[src/rtl/collision_scan.sv]
// Sequential terrain collision scanner: walks a writable rectangle table one entry per clock
// for PLAYERS sprites in parallel. Optional COLLISION_INDEX_EN adds hit_any/hit_idx outputs.
module collision_scan #(
   parameter int SIZE     = 16,
   parameter int RECT_NUM = 11,
   parameter int PLAYERS  = 2,
   parameter int COORD_W  = 10,
   localparam int IDX_W   = (RECT_NUM > 1) ? $clog2(RECT_NUM) : 1
) (
   input  logic                       clk,
   input  logic                       rst,
   input  logic                       start,
   output logic                       busy,
   output logic                       done,
   input  logic [PLAYERS*COORD_W-1:0] xpos,
   input  logic [PLAYERS*COORD_W-1:0] ypos,
   input  logic                       tbl_we,
   input  logic [IDX_W-1:0]           tbl_addr,
   input  logic                       tbl_en,
   input  logic [COORD_W-1:0]         tbl_x1,
   input  logic [COORD_W-1:0]         tbl_y1,
   input  logic [COORD_W-1:0]         tbl_x2,
   input  logic [COORD_W-1:0]         tbl_y2,
   output logic [PLAYERS-1:0]         collision_up,
   output logic [PLAYERS-1:0]         collision_down,
   output logic [PLAYERS-1:0]         collision_right,
   output logic [PLAYERS-1:0]         collision_left
`ifdef COLLISION_INDEX_EN
   ,
   output logic [PLAYERS-1:0]         hit_any,
   output logic [PLAYERS*IDX_W-1:0]   hit_idx
`endif
);

   localparam int CW = COORD_W + 1;
   localparam logic [CW-1:0] S_EXT = CW'(SIZE);

   typedef enum logic [1:0] {IDLE, SCAN, DONE} state_t;

   state_t                     state_q, state_d;
   logic [IDX_W-1:0]           idx_q, idx_d;
   logic [PLAYERS*COORD_W-1:0] xs_q, xs_d, ys_q, ys_d;
   logic [RECT_NUM-1:0]        vld_q, vld_d;
   logic [PLAYERS-1:0]         acc_up_q, acc_up_d, acc_dn_q, acc_dn_d;
   logic [PLAYERS-1:0]         acc_rt_q, acc_rt_d, acc_lf_q, acc_lf_d;
   logic [PLAYERS-1:0]         up_q, up_d, dn_q, dn_d, rt_q, rt_d, lf_q, lf_d;
   logic                       done_q, done_d;
   logic [PLAYERS-1:0]         acc_any_q, acc_any_d, any_q, any_d;
   logic [PLAYERS*IDX_W-1:0]   acc_idx_q, acc_idx_d, hidx_q, hidx_d;

   logic [COORD_W-1:0] x1_q [RECT_NUM];
   logic [COORD_W-1:0] y1_q [RECT_NUM];
   logic [COORD_W-1:0] x2_q [RECT_NUM];
   logic [COORD_W-1:0] y2_q [RECT_NUM];

   logic               wr_ok;
   logic [PLAYERS-1:0] h_up, h_dn, h_rt, h_lf, h_any;

   assign wr_ok = (state_q == IDLE) && tbl_we && ({1'b0, tbl_addr} < (IDX_W+1)'(RECT_NUM));

   // NOTE: corner storage has no reset; only the valid bits gate its use, so stale corners are harmless.
   always_ff @(posedge clk) begin
      if (wr_ok) begin
         x1_q[tbl_addr] <= tbl_x1;
         y1_q[tbl_addr] <= tbl_y1;
         x2_q[tbl_addr] <= tbl_x2;
         y2_q[tbl_addr] <= tbl_y2;
      end
   end

   // Widened compares against the current entry; SIZE is only ever added, never subtracted.
   always_comb begin
      logic [CW-1:0] xp, yp, x1, y1, x2, y2;
      h_up  = '0;
      h_dn  = '0;
      h_rt  = '0;
      h_lf  = '0;
      h_any = '0;
      x1 = {1'b0, x1_q[idx_q]};
      y1 = {1'b0, y1_q[idx_q]};
      x2 = {1'b0, x2_q[idx_q]};
      y2 = {1'b0, y2_q[idx_q]};
      for (int p = 0; p < PLAYERS; p++) begin
         xp = {1'b0, xs_q[p*COORD_W +: COORD_W]};
         yp = {1'b0, ys_q[p*COORD_W +: COORD_W]};
         if (vld_q[idx_q]) begin
            h_up[p] = (xp + S_EXT > x1) && (xp < x2 + S_EXT) && (yp < y2 + S_EXT) && (yp > y1 + S_EXT);
            h_dn[p] = (xp + S_EXT > x1) && (xp < x2 + S_EXT) && (yp + S_EXT > y1) && (yp + S_EXT < y2);
            h_rt[p] = (xp + S_EXT > x1) && (xp + S_EXT < x2) && (yp + S_EXT > y1) && (yp < y2 + S_EXT);
            h_lf[p] = (xp < x2 + S_EXT) && (xp > x1 + S_EXT) && (yp + S_EXT > y1) && (yp < y2 + S_EXT);
         end
         h_any[p] = h_up[p] | h_dn[p] | h_rt[p] | h_lf[p];
      end
   end

   // NOTE: every *_d gets a default up front so no path through the case infers a latch.
   always_comb begin
      state_d   = state_q;
      idx_d     = idx_q;
      xs_d      = xs_q;
      ys_d      = ys_q;
      vld_d     = vld_q;
      acc_up_d  = acc_up_q;
      acc_dn_d  = acc_dn_q;
      acc_rt_d  = acc_rt_q;
      acc_lf_d  = acc_lf_q;
      acc_any_d = acc_any_q;
      acc_idx_d = acc_idx_q;
      up_d      = up_q;
      dn_d      = dn_q;
      rt_d      = rt_q;
      lf_d      = lf_q;
      any_d     = any_q;
      hidx_d    = hidx_q;
      done_d    = 1'b0;
      if (wr_ok) vld_d[tbl_addr] = tbl_en;
      case (state_q)
         IDLE: if (start) begin
            state_d   = SCAN;
            idx_d     = '0;
            xs_d      = xpos;
            ys_d      = ypos;
            acc_up_d  = '0;
            acc_dn_d  = '0;
            acc_rt_d  = '0;
            acc_lf_d  = '0;
            acc_any_d = '0;
            acc_idx_d = '0;
         end
         SCAN: begin
            acc_up_d  = acc_up_q | h_up;
            acc_dn_d  = acc_dn_q | h_dn;
            acc_rt_d  = acc_rt_q | h_rt;
            acc_lf_d  = acc_lf_q | h_lf;
            acc_any_d = acc_any_q | h_any;
            for (int p = 0; p < PLAYERS; p++)
               if (h_any[p] && !acc_any_q[p]) acc_idx_d[p*IDX_W +: IDX_W] = idx_q;
            // Results are loaded on the edge into DONE so they are visible alongside the done strobe.
            if (idx_q == IDX_W'(RECT_NUM - 1)) begin
               state_d = DONE;
               done_d  = 1'b1;
               up_d    = acc_up_d;
               dn_d    = acc_dn_d;
               rt_d    = acc_rt_d;
               lf_d    = acc_lf_d;
               any_d   = acc_any_d;
               hidx_d  = acc_idx_d;
            end else begin
               idx_d = idx_q + 1'b1;
            end
         end
         DONE:    state_d = IDLE;
         default: state_d = IDLE;
      endcase
   end

   // NOTE: sequential state uses non-blocking assignments only, so every flop samples pre-edge values.
   always_ff @(posedge clk) begin
      if (rst) begin
         state_q   <= IDLE;
         idx_q     <= '0;
         xs_q      <= '0;
         ys_q      <= '0;
         vld_q     <= '0;
         acc_up_q  <= '0;
         acc_dn_q  <= '0;
         acc_rt_q  <= '0;
         acc_lf_q  <= '0;
         acc_any_q <= '0;
         acc_idx_q <= '0;
         up_q      <= '0;
         dn_q      <= '0;
         rt_q      <= '0;
         lf_q      <= '0;
         any_q     <= '0;
         hidx_q    <= '0;
         done_q    <= 1'b0;
      end else begin
         state_q   <= state_d;
         idx_q     <= idx_d;
         xs_q      <= xs_d;
         ys_q      <= ys_d;
         vld_q     <= vld_d;
         acc_up_q  <= acc_up_d;
         acc_dn_q  <= acc_dn_d;
         acc_rt_q  <= acc_rt_d;
         acc_lf_q  <= acc_lf_d;
         acc_any_q <= acc_any_d;
         acc_idx_q <= acc_idx_d;
         up_q      <= up_d;
         dn_q      <= dn_d;
         rt_q      <= rt_d;
         lf_q      <= lf_d;
         any_q     <= any_d;
         hidx_q    <= hidx_d;
         done_q    <= done_d;
      end
   end

   assign busy            = (state_q != IDLE);
   assign done            = done_q;
   assign collision_up    = up_q;
   assign collision_down  = dn_q;
   assign collision_right = rt_q;
   assign collision_left  = lf_q;
`ifdef COLLISION_INDEX_EN
   assign hit_any = any_q;
   assign hit_idx = hidx_q;
`endif

endmodule

[config.mk]
export PLATFORM = sky130hd
export DESIGN_NAME = collision_scan
export DESIGN_NICKNAME = d
export VERILOG_FILES = /design/src/rtl/collision_scan.sv
export SDC_FILE = /design/constraint.sdc
export NUM_CORES = 1
export LEC_CHECK = 0
export CORE_AREA = 10 10 323 263
export CTS_BUF_LIST = sky130_fd_sc_hd__clkbuf_16
export DETAILED_ROUTE_END_ITERATION = 7
export DIE_AREA = 0 0 333 273
export PLACE_DENSITY = 0.41
export SETUP_SLACK_MARGIN = 0.02
export SYNTH_ARGS = -nofsm -noshare
export SYNTH_HDL_FRONTEND = slang
export SYNTH_SLANG_ARGS = --single-unit
[constraint.sdc]
create_clock -name clk -period 6.5 [get_ports clk]
set_input_delay 1.3 -clock clk [delete_from_list [all_inputs] [get_ports clk]]
set_output_delay 1.3 -clock clk [all_outputs]
set_load 0.05 [all_outputs]
==> run summary, run 1 <==
PwrDens -> 271 mW/mm²
Status -> completed
Top cell type's share of synthesized area -> 56.8%
Post-DP HPWL -> 42600 µm
Post-CTS sizing -> 0
Post-CTS Setup Bufs -> 0
Non-clock buffer count -> 125
CTS H-Tree Depth -> 2
CP Class -> reg2reg
Max VDD drop -> 173 µV
Largest logic family -> multiplexers
# nets final -> 1864
Layout clock area frac -> 6.36%
Leading cell category by total area -> registers
ANT cells -> 3
Most frequent CP cell -> o221ai_1
Arrival @ worst endpoint -> 5.18 ns
Critical-path cell list -> buf_12 > nor2_1 > a22oi_1 > o221ai_1 > o21ai_1 > inv_1 > nor3_1 > xnor2_1 > ha_1 > a21o_1 > a211o_1 > o221ai_1 > and4b_1 > o41ai_1 > a311oi_1
CTS tree -> done
Routed wire length -> 67100 µm
Port Buffers -> 98
Most common cell in the netlist -> edfxtp_1
Tool warnings -> 35
Reg2Reg Setup Slack -> 1.85 ns
Area occupied by registers -> 0.0148 mm²
Tapcell count -> 1034
Logic area -> 0.00801 mm²
GRT overflow -> 0
Mapped Avg Cell Area -> 15.2 µm²
Fraction of layout cells with a size suffix above 1 -> 15.9%
MI comb cells -> 886
Core Box Area -> 0.0783 mm²
Pre-Place Util -> 29.7%
Req. time, crit path -> 7.02 ns
Clock sink count -> 518
Inverters -> 62
Fraction of area in multi-input gates -> 29.3%
Post-synth area from yosys stat -> 0.0233 mm²
Post-route ant nets -> 0
CP Launch Type -> register
Leak -> 9.39 nW
FF+latch count, synth -> 518
Hold Path Class -> reg2reg
Hold buffers post-CTS -> 0
Die height -> 273 µm
CP endpoint kind -> register
Non-Filler Instances -> 2725
First-pass GRT wire length -> 98600 µm
Final setup viols -> 0
Fin crit period -> 4.65 ns
First-pass DRT Iterations -> 5
Yosys aoi share -> 7.09%
Synth warn -> 0
Crit-path max cell delay -> 0.84 ns
Flops -> 518
Synth area leader -> edfxtp_1
Register share of the cell area -> 54.2%
Vias in the first global route -> 13.9k
Top cells by count -> 440 x edfxtp_1, 134 x nand2_1, 128 x ha_1, 94 x mux4_2, 80 x a21oi_1
Crit path max fanout -> 38
run 1: critical path, delay by kind of cell (launching register included):
family                   cells  cell delay, ns
flip-flops                   1            0.84
adder cells (fa/ha/maj)      1            0.30
AND/OR/NAND/NOR              3            0.73
XOR/XNOR                     1            0.23
AND-OR/OR-AND                8            1.93
buffers and inverters        2            0.50
run 1: layer usage:
metal	vias to the layer above	GRT usage, %	wire (µm)
met4	0	3.63	1410
met5	-	0	0
met1	6934	20.6	32200
li1	6194	-	-
met3	86	2.14	2480
met2	234	23.5	30900
run 1: report_power, final:
| part | switching [mW] | total, mW | internal [mW] |
|---|---|---|---|
| Sequential | 0.0446 | 3.69 | 3.65 |
| Combinational | 0.351 | 0.612 | 0.261 |
| Clock | 1.31 | 3.08 | 1.77 |
| Total | 1.71 | 7.38 | 5.68 |
run 1: cell usage in the layout, fill, tap and decap left out, types with 6 or more instances in the layout:
master / instances
nor2_1: 50
edfxtp_1: 440
a22oi_1: 7
inv_2: 6
mux2i_1: 45
nand2b_1: 9
clkinv_2: 7
and2_1: 6
clkdlybuf4s50_1: 97
clkbuf_16: 55
dfxtp_1: 75
nor3_1: 8
o211ai_1: 6
inv_1: 63
clkinvlp_4: 7
ha_1: 128
nor2_4: 8
mux4_2: 94
bufinv_16: 6
a21o_1: 21
nand2_1: 133
a21oi_1: 80
nor2b_1: 13
o211a_1: 7
mux2_2: 35
a31oi_1: 7
o21a_1: 16
o21ai_0: 39
xor2_1: 7
a211oi_1: 13
nand3_1: 28
xnor2_1: 27
nand4_1: 12
and3_1: 13
buf_4: 23
clkinv_1: 13
run 1: metrics by stage:
step	hold slack [ns]	util (%)	area (µm²)
floorplan	0.426	-	23300
global placement	0.434	32.6	25500
detailed placement	0.456	32.6	25500
CTS	0.463	34.9	27300
global route	0.491	34.9	27300
finish	0.458	34.9	27300
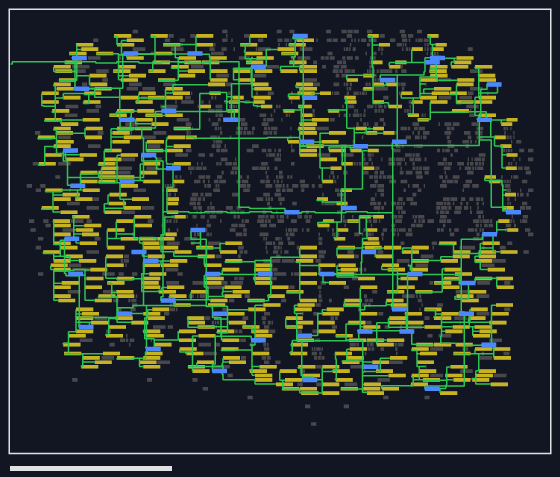
**Above:** run 1 (clock distribution).
The bar under the picture is 100 µm long.
Yellow is flip-flops, count 518. Green is clock wires, length 7100 µm. Blue is cells driving clock nets, count 54.
Position of the flops: all over the die.

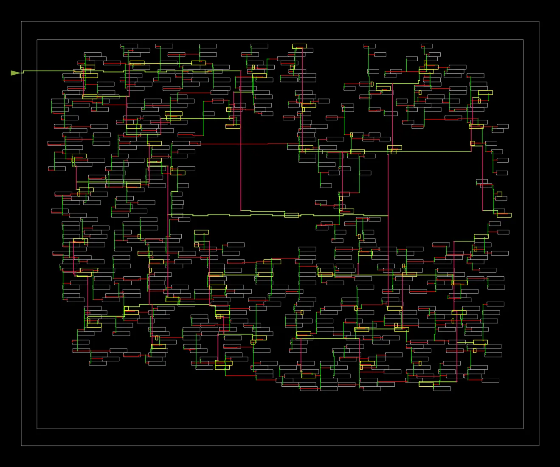
**Above:** run 1 (clock wiring as the flow saved it).
Latency at later pin: 0.61 ns
CLK BUF: 55
CTS buffer count: 54

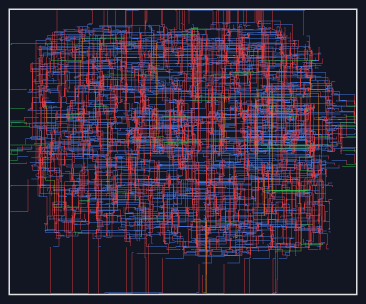
**Above:** run 1 (metal layers overlaid).
Red is met2, wire length 30.9 mm. Blue is met1, wire length 32.2 mm. Orange is met4, wire length 1410 µm. Green is met3, wire length 2480 µm.
wire per inst: 24.6 µm
GRT Resource Usage Total: 14.6%
routed vias: 13.4k

## Run 2: what changed since run 1
--- a/config.mk
+++ b/config.mk
@@ -9,7 +9,7 @@
 export CTS_BUF_LIST = sky130_fd_sc_hd__clkbuf_16
 export DETAILED_ROUTE_END_ITERATION = 7
 export DIE_AREA = 0 0 333 273
-export PLACE_DENSITY = 0.41
+export PLACE_DENSITY = 0.43
 export SETUP_SLACK_MARGIN = 0.02
 export SYNTH_ARGS = -nofsm -noshare
 export SYNTH_HDL_FRONTEND = slang
==> constraint.sdc (replaced) <==
create_clock -name clk -period 3.8 [get_ports clk]
set_input_delay 0.76 -clock clk [delete_from_list [all_inputs] [get_ports clk]]
set_output_delay 0.76 -clock clk [all_outputs]
set_load 0.05 [all_outputs]
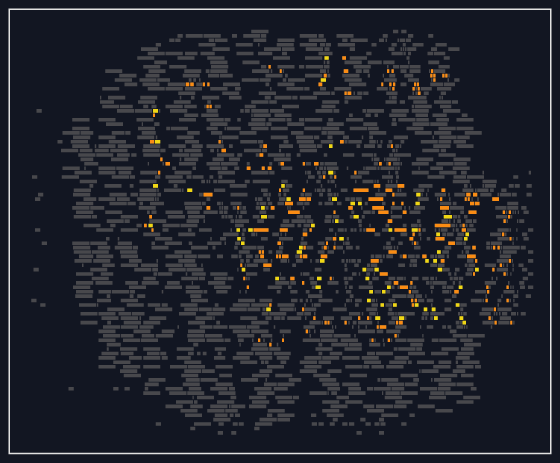
**Above:** run 2 (gate families picked out).
Yellow is AND-OR and OR-AND gates, cells 64, most used a21o_1. Orange is inverting AOI/OAI gates, cells 186, most used a21oi_1.
Non-Filler Instances: 2877
commonest non-fill, non-tap cell in the layout: edfxtp_1
fraction of area in multi-input gates: 29.4%

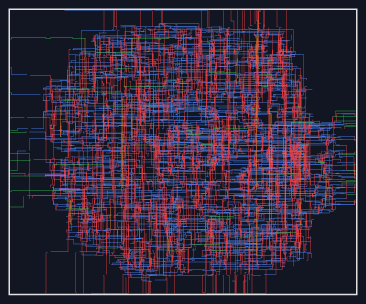
**Above:** run 2 (metal layers overlaid).
Orange is met4, wire length 1320 µm. Green is met3, wire length 2160 µm. Red is met2, wire length 30.8 mm. Purple is met5, wire length 36.8 µm. Blue is met1, wire length 33.1 mm.
wire per inst: 23.4 µm
routed wire length: 67400 µm
routed vias: 14.0k
GRT Resource Usage Total: 14.7%

==> run 2 against run 1 <==
  * The run now ends with negative setup slack left
  * Critical path depth unchanged
  * Register-to-register slack worse by 2.0 ns
  * Non-clock buffer count rose by 149
  * First-iteration DRC count down 11%
  * Power grew 75%
  * Design area up 7.9%
  * Clock skew grew 0.017 ns
  * Critical endpoint unchanged
  * Largest power group unchanged
==> run summary, run 2 <==
CP Launch Type -> register
Final WS setup -> -0.201 ns
Synthesized area -> 0.0233 mm²
Mapped Avg Cell Area -> 15.2 µm²
Psw -> 3.02 mW
Synth warn -> 0
Top cell type's share of synthesized area -> 56.8%
Clock share of power -> 40.6%
Latency at later pin -> 0.64 ns
# rows -> 92
Largest cells by area after synthesis -> edfxtp_1 57%, mux4_2 9.1%, ha_1 6.9%
Pre-Place Util -> 29.7%
PwrDens -> 438 mW/mm²
Fin crit period -> 4.00 ns
Leak -> 10.4 nW
Vias per cell -> 4.87
Register share after synthesis -> 63.5%
Post-layout util -> 37.6%
CTS buffer count -> 56
Core Box Area -> 0.0783 mm²
Die height -> 273 µm
Syn-to-layout area delta -> 26.6%
Placer Congestion -> 0.850
Most common cell in the netlist -> edfxtp_1
Antenna violations before repair -> 2
Buffers & Inverters on Critical Path -> 3
Family with the most delay on the worst path -> AND-OR/OR-AND gates
Post-route ant nets -> 0
First-pass DRT Iterations -> 7
Final setup viols -> 11
Async S/R FF share, synth -> 0%
Most frequent logic cells in the routed design -> 440 x edfxtp_1, 139 x buf_4, 132 x nand2_1, 111 x ha_1, 97 x clkdlybuf4s50_1
Fraction of layout cells with a size suffix above 1 -> 27.1%
CTS H-Tree Depth -> 2
CP endpoint kind -> register
Syn Inst Count -> 1526
CP Class -> reg2reg
Post-synth area from yosys stat -> 0.0233 mm²
Failing checks -> negative setup slack
Tool warnings -> 38
FF+latch count, synth -> 518
Post-CTS sizing -> 49
Setup_tns -> -1.00 ns
Crit path max fanout -> 8
Synth area leader -> edfxtp_1
Slowest-stage cell, CP -> mux4_2
Post-CTS Setup Bufs -> 12
Min Hold Slack -> 0.467 ns
Design area -> 0.0295 mm²
Area after DPL -> 0.0269 mm²
GRT overflow -> 0
Critical-path cell list -> buf_12 > buf_12 > mux4_2 > mux4_2 > ha_4 > inv_4 > ha_4 > a21o_1 > a21o_1 > a21o_1 > a211o_1 > o221ai_2 > and4b_2 > o41ai_4 > a311oi_1
First-pass GRT wire length -> 99800 µm
Dpl ws -> -0.277 ns
Port Buffers -> 98
Pint -> 9.87 mW
Most frequent CP cell -> a21o_1
Status -> complete, but fails checks
Crit-path max cell delay -> 0.57 ns
CTS tree -> done
Clock sink count -> 518
Hold buffers post-CTS -> 0
# IOs -> 99
Vias in the first global route -> 14.6k
Post-DP HPWL -> 45400 µm
Hold Path Class -> reg2reg
Switching part of the total -> 23.4%
Req. time, crit path -> 4.32 ns
Arrival @ worst endpoint -> 4.53 ns
# nets final -> 2015
Combinational share of power -> 10.4%
Max VDD drop -> 308 µV
DIE WIDTH -> 333 µm
Top cells by count -> 440 x edfxtp_1, 134 x nand2_1, 128 x ha_1, 94 x mux4_2, 80 x a21oi_1
Seq pwr share -> 49.0%
Peak Freq -> 250 MHz
Nets at Floorplan -> 1743
[run 2: layer usage]
layer  up-vias  wire length, µm  global-route usage, %
met1      7165            33100                   20.9
li1       6506                -                      -
met2       246            30800                   23.2
met5         -               36                      0
met3        82             2160                   2.11
met4         4             1320                   3.59
[run 2: layout make-up]
class                   count  area (µm²)
diodes                      1        2.50
clock buffers              57        1430
clock inverters            45         345
fillers                  7369       48800
inverters                  62         248
multi-input cells         886        8650
flip-flops and latches    518       14800
well taps                1034        1290
repair buffers            274        2710
[run 2: path summary, 6_finish.rpt]
| kind | slack [ns] | endpoint | start | cells after the start |
|---|---|---|---|---|
| max | -0.20 | collision_up[1] | register | 15 |
| min reg2reg | 0.47 | xs_q[10] | xs_q[10] | 2 |
| min | 0.47 | xs_q[10] | xs_q[10] | 2 |
| max reg2reg | -0.20 | collision_up[1] | register | 15 |
[run 2: power by group through the flow]
stage	Clock, mW	Sequential [mW]	Combinational (mW)
4_1_cts	5.37	6.31	1.31
2_1_floorplan	0	6.40	0.702
3_5_place_dp	0	6.44	1.24
5_1_grt	5.62	6.32	1.48
3_3_place_gp	0	6.44	1.23
6_report	5.23	6.32	1.35
[run 2: cell families after synthesis]
| kind of cell | after synthesis | synth area share, % |
|---|---|---|
| AOI/OAI and AO/OA | 250 | 7.09 |
| xor gates and xnor gates | 34 | 1.28 |
| adders and majority gates | 130 | 6.98 |
| buffers and inverters | 122 | 2.41 |
| DFF | 518 | 63.5 |
| muxes | 177 | 12.9 |
| and+or+nand+nor | 295 | 5.80 |
[run 2: worst reg2reg max path: cells and delay by family (launching register included)]
kind	cells	cell delay (ns)
AND-OR/OR-AND	7	1.28
buffers and inverters	3	0.34
adder cells (fa/ha/maj)	2	0.55
multiplexers	2	1.05
flip-flops	1	0.36
AND/OR/NAND/NOR	1	0.30
## Run 3: what changed since run 2
--- a/config.mk
+++ b/config.mk
@@ -5,11 +5,13 @@
 export SDC_FILE = /design/constraint.sdc
 export NUM_CORES = 1
 export LEC_CHECK = 0
-export CORE_AREA = 10 10 323 263
+export ABC_AREA = 1
+export CAP_MARGIN = 40
+export CORE_AREA = 10 10 331 269
 export CTS_BUF_LIST = sky130_fd_sc_hd__clkbuf_16
 export DETAILED_ROUTE_END_ITERATION = 7
-export DIE_AREA = 0 0 333 273
-export PLACE_DENSITY = 0.43
+export DIE_AREA = 0 0 341 279
+export PLACE_DENSITY = 0.42
 export SETUP_SLACK_MARGIN = 0.02
 export SYNTH_ARGS = -nofsm -noshare
 export SYNTH_HDL_FRONTEND = slang
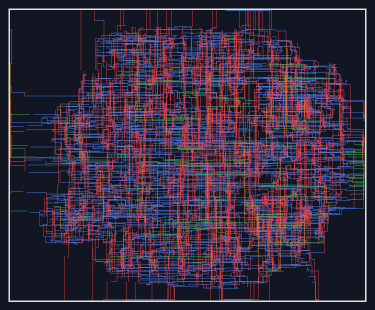
**Above:** run 3 (metal layers overlaid).
Red is met2, wire length 33.7 mm. Blue is met1, wire length 39.0 mm. Green is met3, wire length 3790 µm. Orange is met4, wire length 1630 µm.

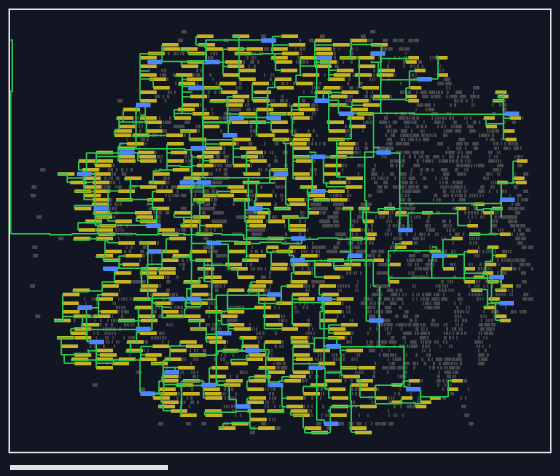
**Above:** run 3 (clock distribution).
The bar under the picture is 100 µm long.
Green is clock wires, length 7350 µm. Yellow is flip-flops, count 518. Blue is cells driving clock nets, count 56.
There are 57 routed clock nets.
clk_skew: 0.0301 ns
Latency at later pin: 0.64 ns
clock network power: 5.45 mW
clock share of power: 40.2%

==> run 3 against run 2 <==
  * The run now ends clean
  * Design area is 0.41% higher
  * First-iteration DRC count up 56%
  * Flip-flop count is the same
  * Synthesized area up 5.2%
  * Global-route usage is 0.98 points higher
  * Largest cell class unchanged
  * Routed wire length is 16% higher
  * Largest power group unchanged
  * Via count rose by 27%
  * Die size rose by 4.7%
  * Clock skew fell by 0.00074 ns
  * Sequential power is essentially flat
  * Core utilization shrank 1.6 points
  * Non-clock buffer count is 65 lower
==> run summary, run 3 <==
Status -> completed
Arrival @ worst endpoint -> 4.11 ns
Max VDD drop -> 321 µV
Hold Path Class -> reg2reg
First-pass GRT wire length -> 113000 µm
Family with the most delay on the worst path -> simple AND/OR/NAND/NOR gates
Most frequent logic cells in the routed design -> 441 x nand2_1, 440 x edfxtp_1, 263 x nor2_1, 217 x inv_1, 147 x nand3_1
Post-DP HPWL -> 50100 µm
Pre-Place Util -> 29.8%
# nets final -> 2753
Placer Congestion -> 0.885
Worst setup path endpoint -> collision_down[1]
Post-route ant nets -> 0
Vias per cell -> 4.83
Syn-to-layout area delta -> 20.9%
Routed wire length -> 78100 µm
CTS buffer count -> 56
GRT overflow -> 0
HP Start -> acc_lf_q[1]
Wire per inst -> 21.2 µm
Crit path max fanout -> 26
Reg2Reg Setup Slack -> 0.26 ns
Met2 routed WL -> 33700 µm
Register share after synthesis -> 60.4%
Nets at Floorplan -> 2589
Async S/R FF share, synth -> 0%
CP Class -> reg2reg
Synth area leader -> edfxtp_1
Commonest non-fill, non-tap cell in the layout -> nand2_1
Top cells by count -> 443 x nand2_1, 440 x edfxtp_1, 278 x nor2_1, 207 x inv_1, 149 x o21ai_0
Mapped Avg Cell Area -> 10.3 µm²
Buffers & Inverters on Critical Path -> 6
# IOs -> 99
Most common cell in the netlist -> nand2_1
FF+latch count, synth -> 518
Tool warnings -> 36
run 3: netlist changes by cell type in the layout (fill, tap and decap cells not counted), moves of 35 or more:
cell and delta:
nand3_1 +120, nand2_1 +309, buf_4 -67, o21ai_0 +112, mux2_2 -35, nor2_1 +214, mux2i_1 -43, inv_1 +159
mux4_2 -94, a21oi_1 +60
run 3: power by group:
group | leakage [nW] | internal, mW | switching (mW)
registers | 4.60 | 6.24 | 0.0724
clock network | 0.952 | 3.08 | 2.37
logic | 5.92 | 0.654 | 1.16
run 3: cell families after synthesis:
kind of cell	Yosys count	synth area share [%]
simple gates	953	16.2
mux	1	0.0409
flops	518	60.4
compound gates	428	10.2
xor+xnor	25	0.895
buf+inv	319	5.71
fa+ha+maj	128	6.55
run 3: routing by layer:
metal	global-route usage, %	vias up
met3	2.25	107
met5	0	-
met2	23.3	425
met4	4.20	0
met1	23.4	8647
li1	-	8621
run 3: layout make-up:
cell class / count / area, µm²
Fill cell: 8117 / 52400
Sequential cell: 518 / 14800
Multi-Input combinational cell: 1535 / 8470
Timing Repair Buffer: 209 / 2250
Clock buffer: 59 / 1480
Tap cell: 1104 / 1380
Inverter: 215 / 835
Clock inverter: 46 / 363
Timing Repair inverter: 1 / 11.3
Antenna cell: 1 / 2.50
run 3: what timing repair did:
action | CTS | global route
gates cloned | 0 | 5
setup endpoints to repair | 6 | 15
resized | 4 | 45
pin swaps | 0 | 10
buffers inserted | 0 | 16
run 3: worst min path at each step:
stage / end / slack (ns) / depth (start not counted)
6_report: acc_lf_q[1] / 0.48 / 2
5_1_grt: acc_rt_q[0] / 0.51 / 2
4_1_cts: acc_rt_q[0] / 0.48 / 2
3_5_place_dp: acc_rt_q[0] / 0.47 / 2
3_3_place_gp: acc_up_q[1] / 0.46 / 2
2_1_floorplan: vld_q[1] / 0.45 / 2

==> screenshots <==
I/O nets highlighted.
Plate I
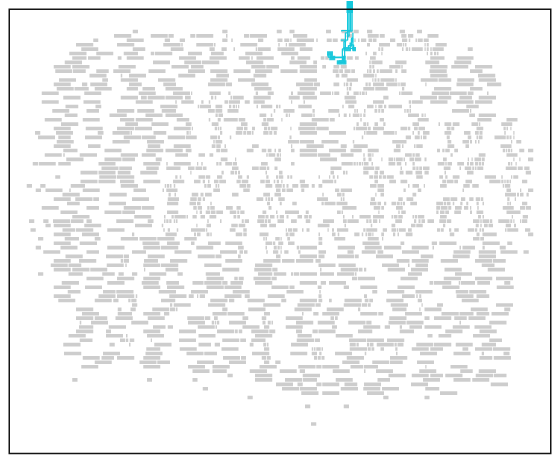
Plate II
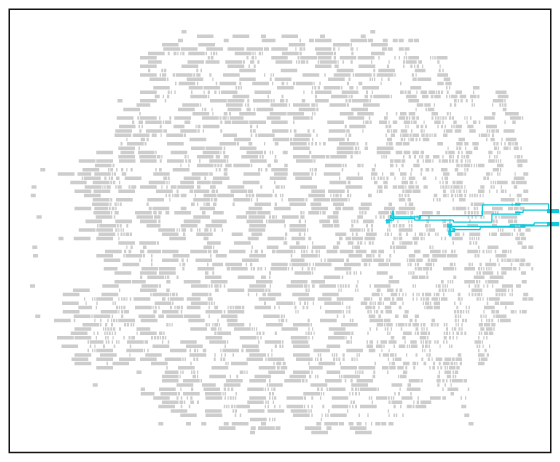
Plate III
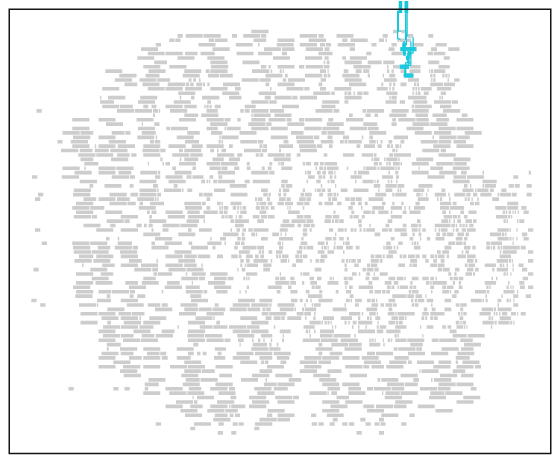
| picture | from |
|---|---|
| Plate I | run 1 |
| Plate II | run 3 |
| Plate III | run 2 |

Power is estimated from default activity; no workload was simulated.
